===== config.mk =====
export PLATFORM = sky130hd
export DESIGN_NAME = ram8x8_arbiter
export DESIGN_NICKNAME = d
export VERILOG_FILES = /design/src/rtl/ram8x8_ctrl_pkg.sv /design/src/rtl/rr_arb2.sv /design/src/rtl/ram8x8_arbiter.sv
export SDC_FILE = /design/constraint.sdc
export NUM_CORES = 1
export LEC_CHECK = 0
export CAP_MARGIN = 10
export CELL_PAD_IN_SITES_DETAIL_PLACEMENT = 1
export CELL_PAD_IN_SITES_GLOBAL_PLACEMENT = 1
export CORE_ASPECT_RATIO = 1.5
export CORE_UTILIZATION = 16
export DETAILED_ROUTE_END_ITERATION = 10
export GPL_TIMING_DRIVEN = 0
export PLACE_DENSITY = 0.89
export REMOVE_ABC_BUFFERS = 1
export SLEW_MARGIN = 20
export SYNTH_ARGS = -nofsm -noshare
export SYNTH_HDL_FRONTEND = slang
export SYNTH_SLANG_ARGS = --single-unit

===== constraint.sdc =====
create_clock -name clk -period 1.75 [get_ports clk]
set_input_delay 0.2625 -clock clk [delete_from_list [all_inputs] [get_ports clk]]
set_output_delay 0.2625 -clock clk [all_outputs]
set_load 0.05 [all_outputs]

===== src/rtl/ram8x8_ctrl_pkg.sv =====
// Shared definitions for the RAM8x8 two-requester controller.
//   AW, DW    : address / data widths of the RAM8x8 macro
//   state_e   : controller state (init sweep, arbitration)
//   ID_A/ID_B : requester indices into the 2-bit req/gnt vectors
package ram8x8_ctrl_pkg;

  localparam int unsigned AW = 3;
  localparam int unsigned DW = 8;

  typedef enum logic {
    S_INIT = 1'b0,
    S_ARB  = 1'b1
  } state_e;

  localparam logic ID_A = 1'b0;
  localparam logic ID_B = 1'b1;

endpackage


===== src/rtl/rr_arb2.sv =====
// Two-way round-robin arbiter.
//   clk, rst_n : clock, asynchronous active-low reset
//   req[1:0]   : requests, bit ID_A = requester A, bit ID_B = requester B
//   en         : grants are suppressed while low
//   gnt[1:0]   : combinational grant, one-hot or zero
// The last-granted pointer resets to B so that A wins the first conflict.
module rr_arb2
  import ram8x8_ctrl_pkg::*;
(
  input  logic       clk,
  input  logic       rst_n,
  input  logic [1:0] req,
  input  logic       en,
  output logic [1:0] gnt
);

  logic last_q, last_d;

  always_comb begin
    gnt = 2'b00;
    if (en) begin
      unique case (req)
        2'b01:   gnt = 2'b01;
        2'b10:   gnt = 2'b10;
        // Conflict: favour whoever was not granted most recently.
        2'b11:   gnt = (last_q == ID_B) ? 2'b01 : 2'b10;
        default: gnt = 2'b00;
      endcase
    end
  end

  always_comb begin
    last_d = last_q;
    if (gnt[ID_A]) begin
      last_d = ID_A;
    end else if (gnt[ID_B]) begin
      last_d = ID_B;
    end
  end

  always_ff @(posedge clk or negedge rst_n) begin
    if (!rst_n) begin
      last_q <= ID_B;
    end else begin
      last_q <= last_d;
    end
  end

endmodule


===== src/rtl/ram8x8_arbiter.sv =====
// Controller sharing one RAM8x8 macro between requesters A and B.
// After reset it writes INIT_VAL to every word (one word per cycle), then
// arbitrates single-cycle accesses round-robin and steers read data back.
//   clk, rst_n                 : clock (shared with RAM8x8), async active-low reset
//   init_done                  : high from the first arbitration cycle until reset
//   req_x, we_x, addr_x, wdata_x : request, write enable, address, write data (x = a/b)
//   gnt_x                      : combinational grant; transfer on edge where req & gnt
//   rvalid_x, rdata_x          : read return, one cycle after a granted read
//   ram_addr, ram_d, ram_we    : RAM8x8 address / data-in / write enable
//   ram_q                      : RAM8x8 data-out, valid the cycle after the address
module ram8x8_arbiter #(
  parameter int unsigned       AW       = ram8x8_ctrl_pkg::AW,
  parameter int unsigned       DW       = ram8x8_ctrl_pkg::DW,
  parameter logic [DW-1:0]     INIT_VAL = '0
) (
  input  logic          clk,
  input  logic          rst_n,
  output logic          init_done,
  input  logic          req_a,
  input  logic          we_a,
  input  logic [AW-1:0] addr_a,
  input  logic [DW-1:0] wdata_a,
  input  logic          req_b,
  input  logic          we_b,
  input  logic [AW-1:0] addr_b,
  input  logic [DW-1:0] wdata_b,
  output logic          gnt_a,
  output logic          gnt_b,
  output logic          rvalid_a,
  output logic          rvalid_b,
  output logic [DW-1:0] rdata_a,
  output logic [DW-1:0] rdata_b,
  output logic [AW-1:0] ram_addr,
  output logic [DW-1:0] ram_d,
  output logic          ram_we,
  input  logic [DW-1:0] ram_q
);

  import ram8x8_ctrl_pkg::*;

  state_e        state_q, state_d;
  logic [AW-1:0] cnt_q, cnt_d;
  logic [1:0]    rvalid_q, rvalid_d;
  logic [1:0]    req;
  logic [1:0]    gnt;
  logic          arb_en;

  assign req[ID_A] = req_a;
  assign req[ID_B] = req_b;
  assign arb_en    = (state_q == S_ARB);

  rr_arb2 u_arb (
    .clk   (clk),
    .rst_n (rst_n),
    .req   (req),
    .en    (arb_en),
    .gnt   (gnt)
  );

  always_comb begin
    state_d  = state_q;
    cnt_d    = cnt_q;
    rvalid_d = 2'b00;
    ram_we   = 1'b0;
    ram_addr = '0;
    ram_d    = '0;
    unique case (state_q)
      S_INIT: begin
        // Gate with rst_n so the macro sees no write strobe while held in reset.
        ram_we   = rst_n;
        ram_addr = cnt_q;
        ram_d    = rst_n ? INIT_VAL : '0;
        cnt_d    = cnt_q + AW'(1);
        if (cnt_q == '1) begin
          state_d = S_ARB;
        end
      end
      S_ARB: begin
        if (gnt[ID_A]) begin
          ram_we         = we_a;
          ram_addr       = addr_a;
          ram_d          = wdata_a;
          rvalid_d[ID_A] = ~we_a;
        end else if (gnt[ID_B]) begin
          ram_we         = we_b;
          ram_addr       = addr_b;
          ram_d          = wdata_b;
          rvalid_d[ID_B] = ~we_b;
        end
      end
      default: state_d = S_INIT;
    endcase
  end

  always_ff @(posedge clk or negedge rst_n) begin
    if (!rst_n) begin
      state_q  <= S_INIT;
      cnt_q    <= '0;
      rvalid_q <= 2'b00;
    end else begin
      state_q  <= state_d;
      cnt_q    <= cnt_d;
      rvalid_q <= rvalid_d;
    end
  end

  assign init_done = (state_q == S_ARB);
  assign gnt_a     = gnt[ID_A];
  assign gnt_b     = gnt[ID_B];
  assign rvalid_a  = rvalid_q[ID_A];
  assign rvalid_b  = rvalid_q[ID_B];
  assign rdata_a   = rvalid_q[ID_A] ? ram_q : '0;
  assign rdata_b   = rvalid_q[ID_B] ? ram_q : '0;

endmodule


Fig. 1: run 1, logic cells by family
The bar under the picture is 20 um long.
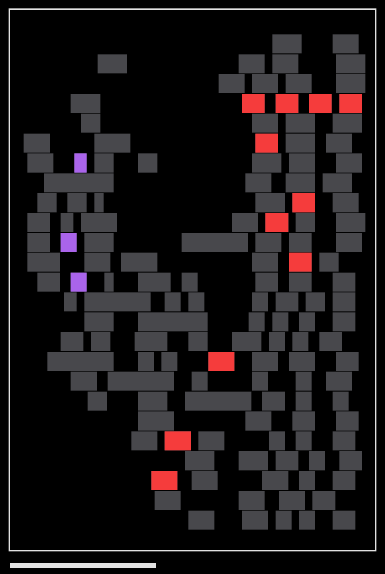
colour	family	cells	most used
purple	inverting AOI/OAI gates	3	a31oi_1
red	AND-OR and OR-AND gates	11	a22o_1
Finished Layout Cells: 179
dominant logic cell type in the layout: clkdlybuf4s50_1
multi-input combinational area share: 28.0%

Fig. 2: run 1, register map, names as in the netlist
The bar under the picture is 20 um long. Other sequential cells in the stronger grey, the rest of the logic in the fainter grey.
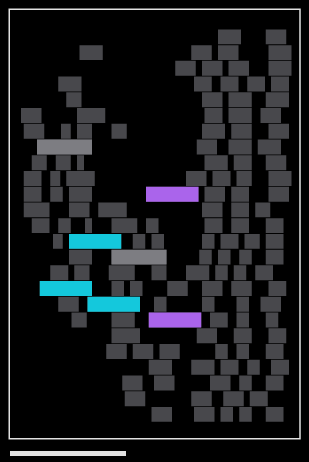
colour	netlist name	flops
purple	rvalid_q	2
cyan	cnt_q	3
not coloured	2
utilization after layout: 43.8%
FF+latch area: 178 um^2
Seq. pwr: 0.000182 W

==> out/results.txt, run 1 <==
leak pwr = 0.701 nW
mux share = 4.07%
Compound Share, Synth = 21.3%
R2R setup slack = 0.42 ns
clk root buf = clkbuf_8
TritonCTS clock tree = yes
Chip Area = 3700 um^2
Area-dominant class = buffers
Hold-fix buffers, CTS = 0
Sw Ratio = 40.3%
Post-synth area hogs = dfrtp_1 (27%), and2_1 (18%), a22o_1 (13%)
Max clock buf depth = 2
CP Capture Type = primary output
Top logic family = simple AND/OR/NAND/NOR gates
Final ANT Viol Nets = 0
post-layout period usage = 106%
Final WS setup = -0.0992 ns
ys cells = 58
Clock transition at path regs = 0.04 ns
core area = 3220 um^2
Logic power comb = 0.000474 W
Psw = 0.000361 W
CP cell instances = nand2_4 -> and3_4 -> a221o_1 -> buf_6
failing checks = negative setup slack
buffer and inverter count on the worst path = 1
internal power = 0.000535 W
CP max stage cell = dfstp_2
area share, top type = 27.1%
Worst Path Class, Setup = register to primary output
hold_ws = 0.0218 ns
CP Depth = 4
Overall Power = 0.000896 W
worst-path maximum fanout = 7
comb_multi_in = 50
Netlist Area Pre-Place = 553 um^2
number of top-level pins = 69
critical path arrival = 1.59 ns
Final HPWL DP = 2000 um
per-cell routed wire length = 15.2 um
Tool Warnings = 27
H-tree depth = 1
Post-DP Area = 1260 um^2
outcome = complete, but fails checks
non-clk buf share = 52.7%
Pre-Place Util = 17.2%
Post-CTS Setup Bufs = 2
clk_buf instances = 4
worst r2r src = u_arb.last_q
Startpoint Class = register
flops & latches, synth = 7
PD cells = 634 nW/um^2
synth warn = 0
GPL Wtd Cong = 0.686
first-pass GRT wire length = 4200 um
vias in the first global route = 845
xor+xnor area frac = 1.58%
CP max stage delay = 0.57 ns
final tally of setup violations = 11
P&R area growth vs syn = 155%
RR Endpoint = rvalid_q[1]
max_cap viols = 0
unrepaired setup endpoints after global routing = true
drt first pass iters = 3
Critical path origin = u_arb.last_q
Port Buf Inserts = 68
Final Cell Area = 1410 um^2
class of the worst hold path = primary input to async pin
Via Count = 822
Fig. 3: run 1, the clock network
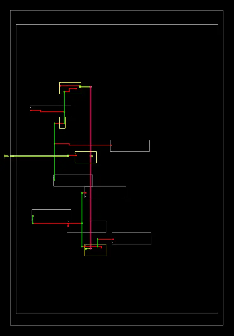
Sink Count: 7
Final Skew: 0.00317 ns
Seq cells: 7
Clock net power: 0.000239 W
CTS buffer count: 3

[run 1: state kept, by name, indices dropped and copies added, names as in the netlist]
signal / cells
init_done: 1
cnt_q: 3
u_arb.last_q: 1
rvalid_q: 2
[run 1: layer usage]
layer	vias up	track usage, %	part of all wire, %
met3	3	5.73	11
li1	376	-	-
met5	-	0	0
met4	0	5.71	1.4
met2	65	27.1	49
met1	378	16.6	39
[run 1: cell usage after synthesis]
cell      instances
and2_1           16
a22o_1            8
dfrtp_1           6
nor2b_1           5
a221o_1           3
a31oi_1           2
ha_1              2
mux2_2            2
nand3_1           2
a21oi_1           1
and3_1            1
and3_4            1
buf_2             1
buf_4             1
buf_6             1
dfstp_2           1
nand2_1           1
nand2b_1          1
nor2_1            1
or2_2             1
xnor2_1           1
--- run 2 (diff from run 1) ---
- REMOVE_ABC_BUFFERS: 1 -> unset
Fig. 4: run 2, wiring by layer
Only two layers are drawn.
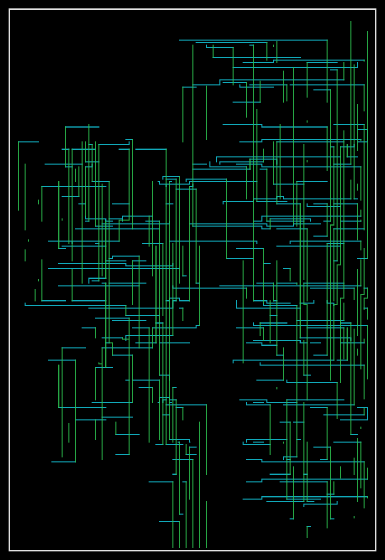
colour	layer	wire length
green	met2	1570 um
cyan	met1	1110 um
per-cell routed wire length: 16.5 um
drt total wl: 2970 um
Total GRT Usage: 16.2%
Via Count: 808

Fig. 5: run 2, I/O pins on the die edge
Pins as bars across the die edge, other pins in grey.
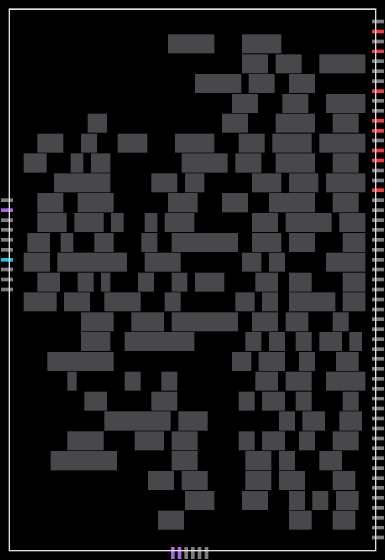
colour	port	pins	direction	edge
cyan	we_a	1	input	left
purple	addr_b	3	input	2 bottom, 1 left
red	ram_d	8	output	right
all pins by edge	53 right, 10 left, 6 bottom

==> out/results.txt, run 2 <==
worst-path maximum fanout = 5 (was 7)
total congestion overflow = 0 (unchanged)
Cell Type Count = 21 (unchanged)
Final ANT Viol Nets = 0 (unchanged)
failing checks = negative setup slack (unchanged)
critical path arrival = 1.60 ns (was 1.59 ns)
die width = 50.0 um (unchanged)
Max clock buf depth = 2 (unchanged)
Layout fillers = 352 (was 386)
final tally of setup violations = 12 (was 11)
Post-synth area hogs = dfrtp_1 (27%), and2_1 (18%), a22o_1 (13%) (unchanged)
final hold vios = 0 (unchanged)
Finished Layout Cells = 180 (was 179)
Netlist Area Pre-Place = 553 um^2 (unchanged)
ys cells = 58 (unchanged)
slew at the pin closest to its max-slew limit = 0.510 ns (was 0.508 ns)
Vias/cell = 4.49 (was 4.59)
met2 GRT Util = 32.1% (was 27.1%)
Final HPWL DP = 2010 um (was 2000 um)
Logic power comb = 0.000553 W (was 0.000474 W)
CP max stage delay = 0.56 ns (was 0.57 ns)
relative slew slack = 66.1% (was 66.3%)
syn nets = 96
GPL Wtd Cong = 0.695 (was 0.686)
RR Endpoint = rvalid_q[0] (was rvalid_q[1])
outcome = complete, but fails checks (unchanged)
Final Skew = 0.00450 ns (was 0.00317 ns)
PD cells = 626 nW/um^2 (was 634 nW/um^2)
unrepaired setup endpoints after global routing = true (unchanged)
max reg flops = 3 (unchanged)
most frequent cells after synthesis = and2_1 (16), a22o_1 (8), dfrtp_1 (6) (unchanged)
core area = 3220 um^2 (unchanged)
Inst Count DP = 166 (was 163)
number of top-level pins = 69 (unchanged)
CP cell instances = nand2b_4 -> and3_4 -> buf_6 -> a22o_4 -> buf_8 (was nand2_4 -> and3_4 -> a221o_1 -> buf_6)
Critical path origin = u_arb.last_q (unchanged)
class of the worst hold path = primary input to async pin (unchanged)
worst-skew pair later-pin latency = 0.23 ns (about the same)
Gate power share = 57.4% (was 53.0%)
number of remaining DRC errors = 0 (unchanged)
post-layout min period = 1.86 ns (was 1.85 ns)
WP data required = 1.49 ns (about the same)
most instantiated library cell after synthesis = and2_1 (unchanged)
mux share = 4.07% (unchanged)
Synth Flop Type = dfrtp_1 (unchanged)
Startpoint Class = register (unchanged)
Top Layout Cells = clkdlybuf4s50_1 (32), dlygate4sd2_1 (21), and2_1 (16), buf_6 (9), buf_8 (9) (was clkdlybuf4s50_1 (32), dlygate4sd2_1 (21), and2_1 (16), buf_6 (11), buf_4 (10))
drt first pass iters = 2 (was 3)
sequential power share = 18.8% (was 20.3%)
largest register by flop count = cnt_q (unchanged)
Clock net power = 0.000230 W (was 0.000239 W)
post-layout period usage = 106% (about the same)
Worst Path Class, Setup = register to primary output (unchanged)
top sig layer = met4 (unchanged)
Clock transition at path regs = 0.04 ns (about the same)
Psw = 0.000376 W (was 0.000361 W)
GRT busiest layer = met2 (unchanged)
Port Buf Inserts = 68 (unchanged)
max-slew violations = 0 (unchanged)
post-place setup slack = -0.791 ns (was -0.907 ns)
CP Capture Type = primary output (unchanged)
Resized Gates After CTS = 136 (was 120)
area share, top type = 27.1% (unchanged)
Cells after Synth = 58 (unchanged)
flops & latches, synth = 7 (unchanged)
leak pwr = 0.752 nW (was 0.701 nW)
highest-power group = combinational logic (unchanged)
Compound Share, Synth = 21.3% (unchanged)
worst r2r src = u_arb.last_q (unchanged)
Reg2Reg Depth = 7 (was 5)
Chip Area = 3700 um^2 (unchanged)
Tool Warnings = 28 (was 27)
Post-CTS Setup Bufs = 4 (was 2)
Final WS setup = -0.109 ns (was -0.0992 ns)
Hold-fix buffers, CTS = 0 (unchanged)
met3 routed WL = 269 um (was 288 um)
Final Cell Area = 1540 um^2 (was 1410 um^2)
syn avg cell area = 9.54 um^2 (unchanged)
hold_ws = 0.0448 ns (was 0.0218 ns)
ys async rst share = 100% (unchanged)
largest net degree at the start of global routing = 11 (was 17)
number of enable flip-flop cells = 0 (unchanged)
first-pass GRT wire length = 4490 um (was 4200 um)
Seq/Total Area, Yosys = 31.9% (unchanged)
share of cells above drive strength 1 = 34.3% (was 26.6%)
Largest regs = cnt_q x3, rvalid_q x2 (unchanged)
dominant logic cell type in the layout = clkdlybuf4s50_1 (unchanged)
max_cap viols = 0 (unchanged)
internal power = 0.000589 W (was 0.000535 W)
met3 usage = 3.89% (was 5.73%)
Max Freq = 0.538 GHz (was 0.541 GHz)
n_diodes = 0 (unchanged)
TritonCTS clock tree = yes (unchanged)
Sink Count = 7 (unchanged)
Seq. pwr = 0.000181 W (was 0.000182 W)
CTS buffer count = 3 (unchanged)
row cnt = 25 (unchanged)
M1 GR Usage = 16.7% (was 16.6%)
Layout Nets = 179 (was 178)
DR iter-0 viols = 2 (was 3)
synth warn = 0 (unchanged)
Top logic family = simple AND/OR/NAND/NOR gates (unchanged)
Die Y = 74.0 um (unchanged)
peak supply drop = 399 uV (was 330 uV)
Overall Power = 0.000964 W (was 0.000896 W)
antenna violations before repair = 0 (unchanged)
vias in the first global route = 834 (was 845)
wire length on met2 = 1570 um (was 1340 um)
R2R setup slack = 0.22 ns (was 0.42 ns)
Sw Ratio = 39.0% (was 40.3%)
Post-DP Area = 1310 um^2 (was 1260 um^2)
worst setup path end = ram_d[1] (was ram_we)
CP max stage cell = dfstp_2 (unchanged)
H-tree depth = 1 (unchanged)
P&R area growth vs syn = 179% (was 155%)
xor+xnor area frac = 1.58% (unchanged)
yosys adder share = 4.52% (unchanged)
and+or+nand+nor area frac = 32.4% (unchanged)
Yosys chip area = 553 um^2 (unchanged)
met1 WL = 1110 um (was 1060 um)
clk root buf = clkbuf_8 (unchanged)
clock group share of total power = 23.8% (was 26.7%)
Pre-Place Util = 17.2% (unchanged)
cell taking the most area after synthesis = dfrtp_1 (unchanged)
## run 2: cell counts after synthesis
No cell type changed its count.
## run 2: worst max-delay path: cells and delay by family (launching register included)
kind                   cells  cell delay, ns
DFF                        1            0.56
and+or+nand+nor            2            0.36
buffers and inverters      2            0.28
AOI/OAI and AO/OA          1            0.15
## run 2: layout make-up
cell class / instances / area (um^2) / share of cell area (%)
flip-flops and latches: 7 / 178 / 11.5
clock buffers: 4 / 45.0 / 2.92
well taps: 40 / 50.0 / 3.25
multi-input cells: 48 / 453 / 29.4
plain buffers: 3 / 27.5 / 1.79
repair buffers: 78 / 788 / 51.1
## run 2: through the flow
stage               TNS (ns)  utilization [%]
floorplan                  0                -
global placement      -11.58             40.7
detailed placement    -12.50             40.7
CTS                   -0.854             45.7
global route           -1.48             47.8
finish                -0.982             47.8
Power is estimated from default activity; no workload was simulated.
